## src/rtl/pc_unit_pkg.sv

```systemverilog
// Shared opcode/funct constants, control-transfer kinds and PC-unit state encodings.
package pc_unit_pkg;

  localparam logic [5:0] OpSpecial = 6'b000000;
  localparam logic [5:0] OpRegimm  = 6'b000001;
  localparam logic [5:0] OpJ       = 6'b000010;
  localparam logic [5:0] OpJal     = 6'b000011;
  localparam logic [5:0] OpBeq     = 6'b000100;
  localparam logic [5:0] OpBne     = 6'b000101;
  localparam logic [5:0] OpBlez    = 6'b000110;
  localparam logic [5:0] OpBgtz    = 6'b000111;

  localparam logic [5:0] FnJr      = 6'b001000;
  localparam logic [5:0] FnJalr    = 6'b001001;

  typedef enum logic [1:0] {
    KindNone,
    KindBranch,
    KindJump
  } pc_kind_e;

  typedef enum logic [1:0] {
    StFetch,
    StDecode,
    StWait
  } pc_state_e;

endpackage

```

## src/rtl/pc_target_calc.sv

```systemverilog
// Combinational control-transfer target and kind decode for the fetched instruction.
module pc_target_calc
  import pc_unit_pkg::*;
(
  input  logic [31:0] pc,
  input  logic [31:0] instr,
  input  logic [31:0] rs_val,
  output logic [31:0] target,
  output pc_kind_e    kind
);

  logic [31:0] branch_off;

  assign branch_off = {{14{instr[15]}}, instr[15:0], 2'b00};

  always_comb begin
    target = 32'h0;
    kind   = KindNone;
    unique case (instr[31:26])
      OpBeq, OpBne, OpBlez, OpBgtz, OpRegimm: begin
        target = pc + branch_off;
        kind   = KindBranch;
      end
      OpJ, OpJal: begin
        target = {pc[31:28], instr[25:0], 2'b00};
        kind   = KindJump;
      end
      OpSpecial: begin
        if (instr[5:0] == FnJr || instr[5:0] == FnJalr) begin
          target = rs_val;
          kind   = KindJump;
        end
      end
      default: ;
    endcase
  end

endmodule

```

## src/rtl/pc_unit.sv

```systemverilog
// Program counter sequencer: increments on fetch, decodes the target, and redirects on execute.
module pc_unit
  import pc_unit_pkg::*;
#(
  parameter logic [31:0] RESET_PC = 32'h0000_0000
) (
  input  logic        clk,
  input  logic        rst_n,
  input  logic        fetch_done,
  input  logic [31:0] instr,
  input  logic [31:0] rs_val,
  input  logic        branch_succeed,
  input  logic        ex_done,
  output logic [31:0] pc,
  output logic [31:0] link_addr,
  output logic        pc_redirect,
  output logic        addr_err
);

  pc_state_e   state_q, state_d;
  logic [31:0] pc_q, pc_d;
  logic [31:0] instr_q, instr_d;
  logic [31:0] target_q, target_d;
  pc_kind_e    kind_q, kind_d;
  logic [31:0] link_q, link_d;
  logic        redirect_q, redirect_d;
  logic        err_q, err_d;

  logic [31:0] calc_target;
  pc_kind_e    calc_kind;
  logic        take;

  // pc_q already points past the fetched instruction while decoding.
  pc_target_calc u_target_calc (
    .pc     (pc_q),
    .instr  (instr_q),
    .rs_val (rs_val),
    .target (calc_target),
    .kind   (calc_kind)
  );

  assign take = (kind_q == KindJump) || (kind_q == KindBranch && branch_succeed);

  always_comb begin
    state_d    = state_q;
    pc_d       = pc_q;
    instr_d    = instr_q;
    target_d   = target_q;
    kind_d     = kind_q;
    link_d     = link_q;
    redirect_d = 1'b0;
    err_d      = err_q;
    unique case (state_q)
      StFetch: begin
        if (fetch_done) begin
          pc_d    = pc_q + 32'd4;
          instr_d = instr;
          state_d = StDecode;
        end
      end
      StDecode: begin
        target_d = calc_target;
        kind_d   = calc_kind;
        link_d   = pc_q + 32'd4;
        state_d  = StWait;
      end
      StWait: begin
        if (ex_done) begin
          if (take) begin
            if (target_q[1:0] != 2'b00) begin
              err_d = 1'b1;
            end else begin
              pc_d       = target_q;
              redirect_d = 1'b1;
            end
          end
          state_d = StFetch;
        end
      end
      default: state_d = StFetch;
    endcase
  end

  always_ff @(posedge clk or negedge rst_n) begin
    if (!rst_n) begin
      state_q    <= StFetch;
      pc_q       <= RESET_PC;
      instr_q    <= 32'h0;
      target_q   <= 32'h0;
      kind_q     <= KindNone;
      link_q     <= 32'h0;
      redirect_q <= 1'b0;
      err_q      <= 1'b0;
    end else begin
      state_q    <= state_d;
      pc_q       <= pc_d;
      instr_q    <= instr_d;
      target_q   <= target_d;
      kind_q     <= kind_d;
      link_q     <= link_d;
      redirect_q <= redirect_d;
      err_q      <= err_d;
    end
  end

  assign pc          = pc_q;
  assign link_addr   = link_q;
  assign pc_redirect = redirect_q;
  assign addr_err    = err_q;

endmodule

```

## config.mk

```make
export PLATFORM = sky130hd
export DESIGN_NAME = pc_unit
export DESIGN_NICKNAME = d
export VERILOG_FILES = /design/src/rtl/pc_unit_pkg.sv /design/src/rtl/pc_target_calc.sv /design/src/rtl/pc_unit.sv
export SDC_FILE = /design/constraint.sdc
export NUM_CORES = 1
export LEC_CHECK = 0
export CAP_MARGIN = 40
export CORE_MARGIN = 2
export CORE_UTILIZATION = 40
export CTS_BUF_LIST = sky130_fd_sc_hd__clkbuf_16
export DETAILED_ROUTE_END_ITERATION = 6
export HOLD_SLACK_MARGIN = 0.08
export MAX_ROUTING_LAYER = met4
export PLACE_DENSITY = 0.62
export SETUP_SLACK_MARGIN = 0.1
export SYNTH_ARGS = -nofsm -noshare
export SYNTH_HDL_FRONTEND = slang
export SYNTH_SLANG_ARGS = --single-unit
```

## constraint.sdc

```tcl
create_clock -name clk -period 2.6 [get_ports clk]
set_input_delay 0.52 -clock clk [delete_from_list [all_inputs] [get_ports clk]]
set_output_delay 0.52 -clock clk [all_outputs]
set_load 0.1 [all_outputs]
```

Run 1, clock network drawn from the DEF:
The bar under the picture is 50 um long.
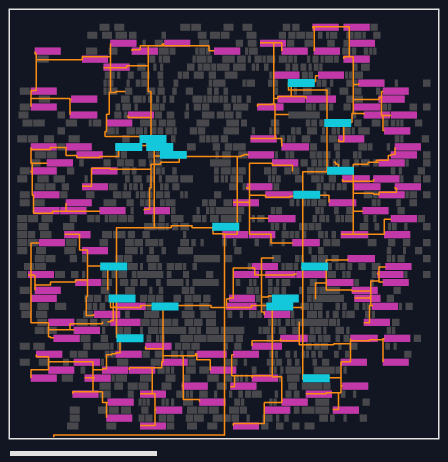
Key: orange = clock wires [length 2040 um]; magenta = flip-flops [count 134]; cyan = cells driving clock nets [count 17]
Position of the flops: widely spread.
clk latency late pin: 430 ps
Clock Skews: 7.653 ps

Run 1, placed cells, one colour a class:
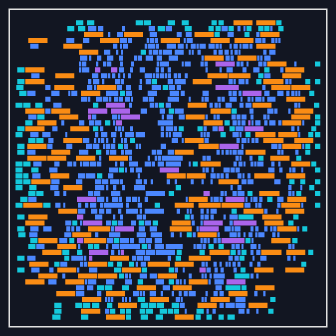
Key: blue = all other logic [cells 689]; purple = clock drivers and dummy loads [cells 32]; cyan = other buffers and delay cells [cells 192]; orange = flops [cells 134]
Placement Rows: 51
flop share of the area: 32.14%
Layout Utilization: 54.04%

Run 1, wire density map:
The die is cut into 29 by 29 equal tiles; dark blue is low, red is high, scaled to the fullest tile. Values are wire area over tile area, all layers added.
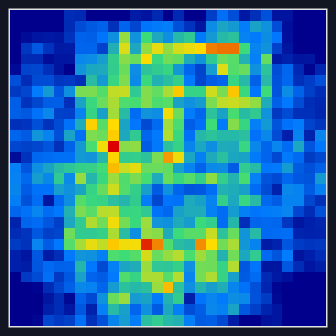
The fullest tile reaches 0.64. 18% of the tiles are over half the peak. 8.6% of the tiles are nearly empty. The densest ninth of the die: bottom centre. The mean over all tiles is 0.19.

==> impl_metrics.yaml, run 1 <==
# flow metrics
layout:
  buffers: 192
  layout-drive-gt1-share_pct: 24.45
  flop-count: 134
  final_common_cell: "buf_4"
synthesis:
  ys_sh_simple_pct: 16.26
  edf_count: 0
  syn_nets: 979
  synth_chip_area_sq_um: 8063
timing:
  setup_viol: 1
  max_freq_mhz: 378.2
  slew_headroom_pct: 54.17
  setup_slack_ps: -44.45
  final.period_utilization_pct: 101.7
setup_path:
  crit_fanout: 4
  crit_cells: 9
  critical_path.top_delay_family: "AND-OR/OR-AND gates"
  slowest_delay_ps: 490
outcome:
  violations: "negative setup slack"
  status: "finished with violations"
drt:
  via_per_inst: 5.629
  drc: 0
  met3_wirelength_um: 1737
job:
  warning_count: 29
placed_design:
  placed_cell_area_sq_um: 9804
==> run 1: what timing repair did <==
item	CTS	global route
endpoints found under the setup margin	7	22
buffers inserted	3	4
hold endpoints to repair	43	0
hold buffers	1	0
gates resized	2	25
pin swaps	8	18
==> run 1: flip-flops by register name, indices dropped and copies added, names as in the netlist <==
name	count
pc_redirect	1
pc	32
state_q	2
target_q	32
instr_q	32
kind_q	2
link_addr	32
addr_err	1
==> run 1 -> run 2 <==
- ABC_CLOCK_PERIOD_IN_PS: unset -> 2600
- CORE_MARGIN: 2 -> 10
==> run 2 against run 1 <==
Design area increased by 1.1%. Worst hold slack got worse by 6.7 ps. Clock-buffer cell count is the same. Largest cell class unchanged. Flip-flop count stayed put. Worst setup slack gained 120 ps. Synthesized area stayed put. Global-route usage is 4.2 points lower. The flow now finishes without violations. Highest routed layer unchanged. Die area is 23% higher. Maximum frequency rose by 4.7%. Synthesized cell count unchanged.
==> impl_metrics.yaml, run 2 <==
# flow metrics
timing:
  slew_headroom_pct: 56.06
  setup_viol: 0
  setup_slack_ps: 74.21
  final.period_utilization_pct: 97.15
layout:
  fin_util_pct: 54.44
  seq-cell-share_pct: 31.79
  layout-drive-gt1-share_pct: 25.14
  buffers: 191
outcome:
  status: "completed"
cts:
  postCtsSetupRepairBufs: 2
  clock_latency_ps: 430
  clk_pin_slew_ps: 60
  ctsHoldBuffers: 1
synthesis:
  syn_nets: 979
  synth_chip_area_sq_um: 8063
  edf_count: 0
global_routing:
  grt_pass1_wl_um: 40900
placed_design:
  placed_cell_area_sq_um: 9802
setup_path:
  crit_fanout: 3
drt:
  via_per_inst: 5.589
job:
  warning_count: 29
floorplanning:
  row_count: 51
run 2: cell families (layout without fill, tap and decap cells):
group / after synthesis / after routing / share of synthesized area, %
xor gates and xnor gates: 48 / 48 / 5.214
adders and majority gates: 31 / 31 / 4.904
buffers and inverters: 74 / 241 / 4.717
muxes: 37 / 37 / 5.074
and+or+nand+nor: 280 / 280 / 16.26
AOI/OAI and AO/OA: 275 / 275 / 22.24
DFF: 134 / 134 / 41.59
run 2: critical path: stages (launching register included):
cell and delay [ps]:
dfrtp_4 480, ha_4 170, fa_2 360, a21o_1 210, a221oi_4 290, o22ai_2 150, o21ai_2 190, nor2_1 80
or3_1 310, a31o_1 180
run 2: per-layer routing:
layer,wire length [um],up-vias
met5,0,-
met4,350,0
met3,1620,23
met2,10490,247
met1,13310,3530
li1,-,3527
Run 2, clock network drawn from the DEF:
The bar under the picture is 50 um long.
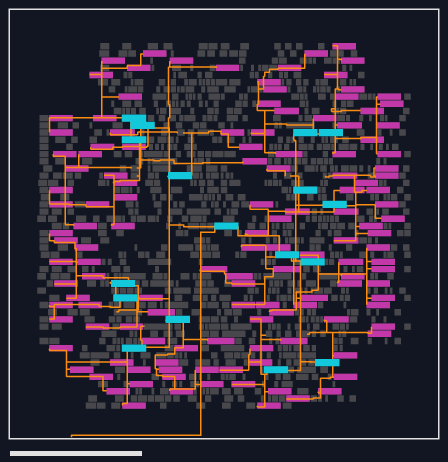
Key: orange = clock wires [length 2070 um]; cyan = cells driving clock nets [count 17]; magenta = flip-flops [count 134]
Position of the flops: widely spread. There are 18 routed clock nets.
Clock Skews: 7.399 ps

Run 2, placed cells, one colour a class:
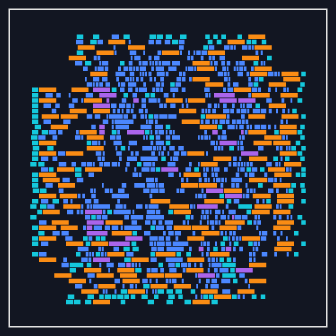
Key: cyan = other buffers and delay cells [cells 191]; blue = all other logic [cells 689]; orange = flops [cells 134]; purple = clock drivers and dummy loads [cells 32]

==> run 2 -> run 3 <==
- PLACE_DENSITY: 0.62 -> 0.65
- SLEW_MARGIN: unset -> 20
==> run 3 against run 2 <==
Core utilization decreased by 0.78 points. Design area decreased by 1.4%. Flip-flop count is the same. Routed wire length up 0.92%. Worst setup slack got worse by 7.0 ps. Non-clock buffer count decreased by 1. Register-to-register slack is essentially flat. Final cell count about the same.
==> impl_metrics.yaml, run 3 <==
# flow metrics
global_routing:
  grt_pass1_wl_um: 40770
  grt.overflow.total: 0
drt:
  met3_wirelength_um: 1584
  route.met2.wl_um: 11030
  drt-met1-wl_um: 13130
  avgRoutedWirePerCell_um: 19.85
hold_path:
  hold_end: "link_addr[6]"
timing:
  max_freq_mhz: 394.8
  finalHoldViolCount: 0
  slew_headroom_pct: 58.85
  setup_viol: 0
  final.period_utilization_pct: 97.42
setup_path:
  crit_cells: 9
  slowest_delay_ps: 480
  worst-path-buf-inv: 0
  cp_slowest_cell: "dfrtp_4"
  crit_chain: "ha_4 -> fa_2 -> a21o_1 -> a221oi_4 -> o22ai_2 -> o21ai_2 -> nor2_1 -> or3_1 -> a31o_1"
  crit_fanout: 3
  critical_path.top_delay_family: "AND-OR/OR-AND gates"
placed_design:
  placed_cell_area_sq_um: 9829
  dp.final_hpwl_um: 19350
job:
  warning_count: 29
synthesis:
  syn_nets: 979
  ys_sh_simple_pct: 16.26
  edf_count: 0
  synth-compound-area-share_pct: 22.24
  ys_sh_adder_pct: 4.904
  ys_sh_xor_pct: 5.214
  ys_sh_mux_pct: 5.074
layout:
  fillers: 1832
  layout-drive-gt1-share_pct: 23.35
  final_common_cell: "buf_4"
  seq-cell-share_pct: 32.25
  buffers: 190
  flop-count: 134
cts:
  post_cts_resized: 1
  clk_pin_slew_ps: 60
  ctsHoldBuffers: 1
  postCtsSetupRepairBufs: 1
outcome:
  status: "completed"
floorplanning:
  row_count: 51
run 3: cell count changes in the layout (fill, tap and decap cells not counted), sizes merged:
cell / before / now
buf: 123 / 122
clkinv: 5 / 8
bufinv: 4 / 3
inv: 22 / 20
run 3: per-stage QoR:
step,setup TNS (ps),std cells,util [%],setup WS [ps]
6_report,0,1310,53.67,67.18
3_3_place_gp,0,1272,50.01,116.2
5_1_grt,-13.01,1310,53.67,-13.01
3_5_place_dp,0,1272,50.01,41.19
2_1_floorplan,-43.62,879,-,-33.71
4_1_cts,0,1306,53.11,73.98
run 3: cells by family after synthesis:
family                     after synthesis
AOI/OAI and AO/OA                      275
xor gates and xnor gates                48
adders and majority gates               31
buffers and inverters                   74
DFF                                    134
muxes                                   37
and+or+nand+nor                        280
Run 3, metal 4:
Cells faint in the background.
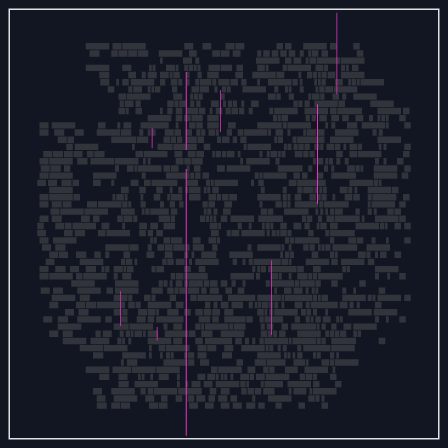
The wires run mostly vertical. The longest straight run is 101 um. The layer carries 267 um of wire. 5 nets have wire on it.
routed via count: 7300
Detailed Route WL: 26010 um

Run 3, clock network drawn from the DEF:
The bar under the picture is 50 um long.
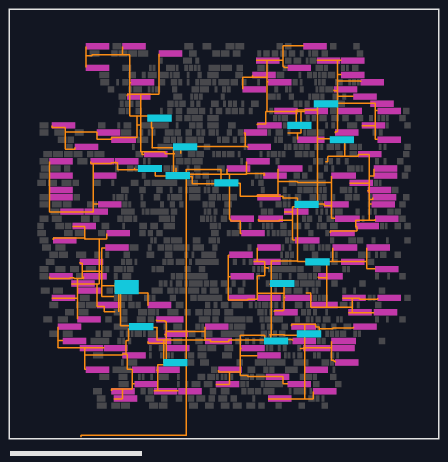
Key: orange = clock wires [length 2000 um]; magenta = flip-flops [count 134]; cyan = cells driving clock nets [count 17]
Position of the flops: widely spread. There are 18 routed clock nets.
Clock Skews: 12.14 ps
clk latency late pin: 420 ps

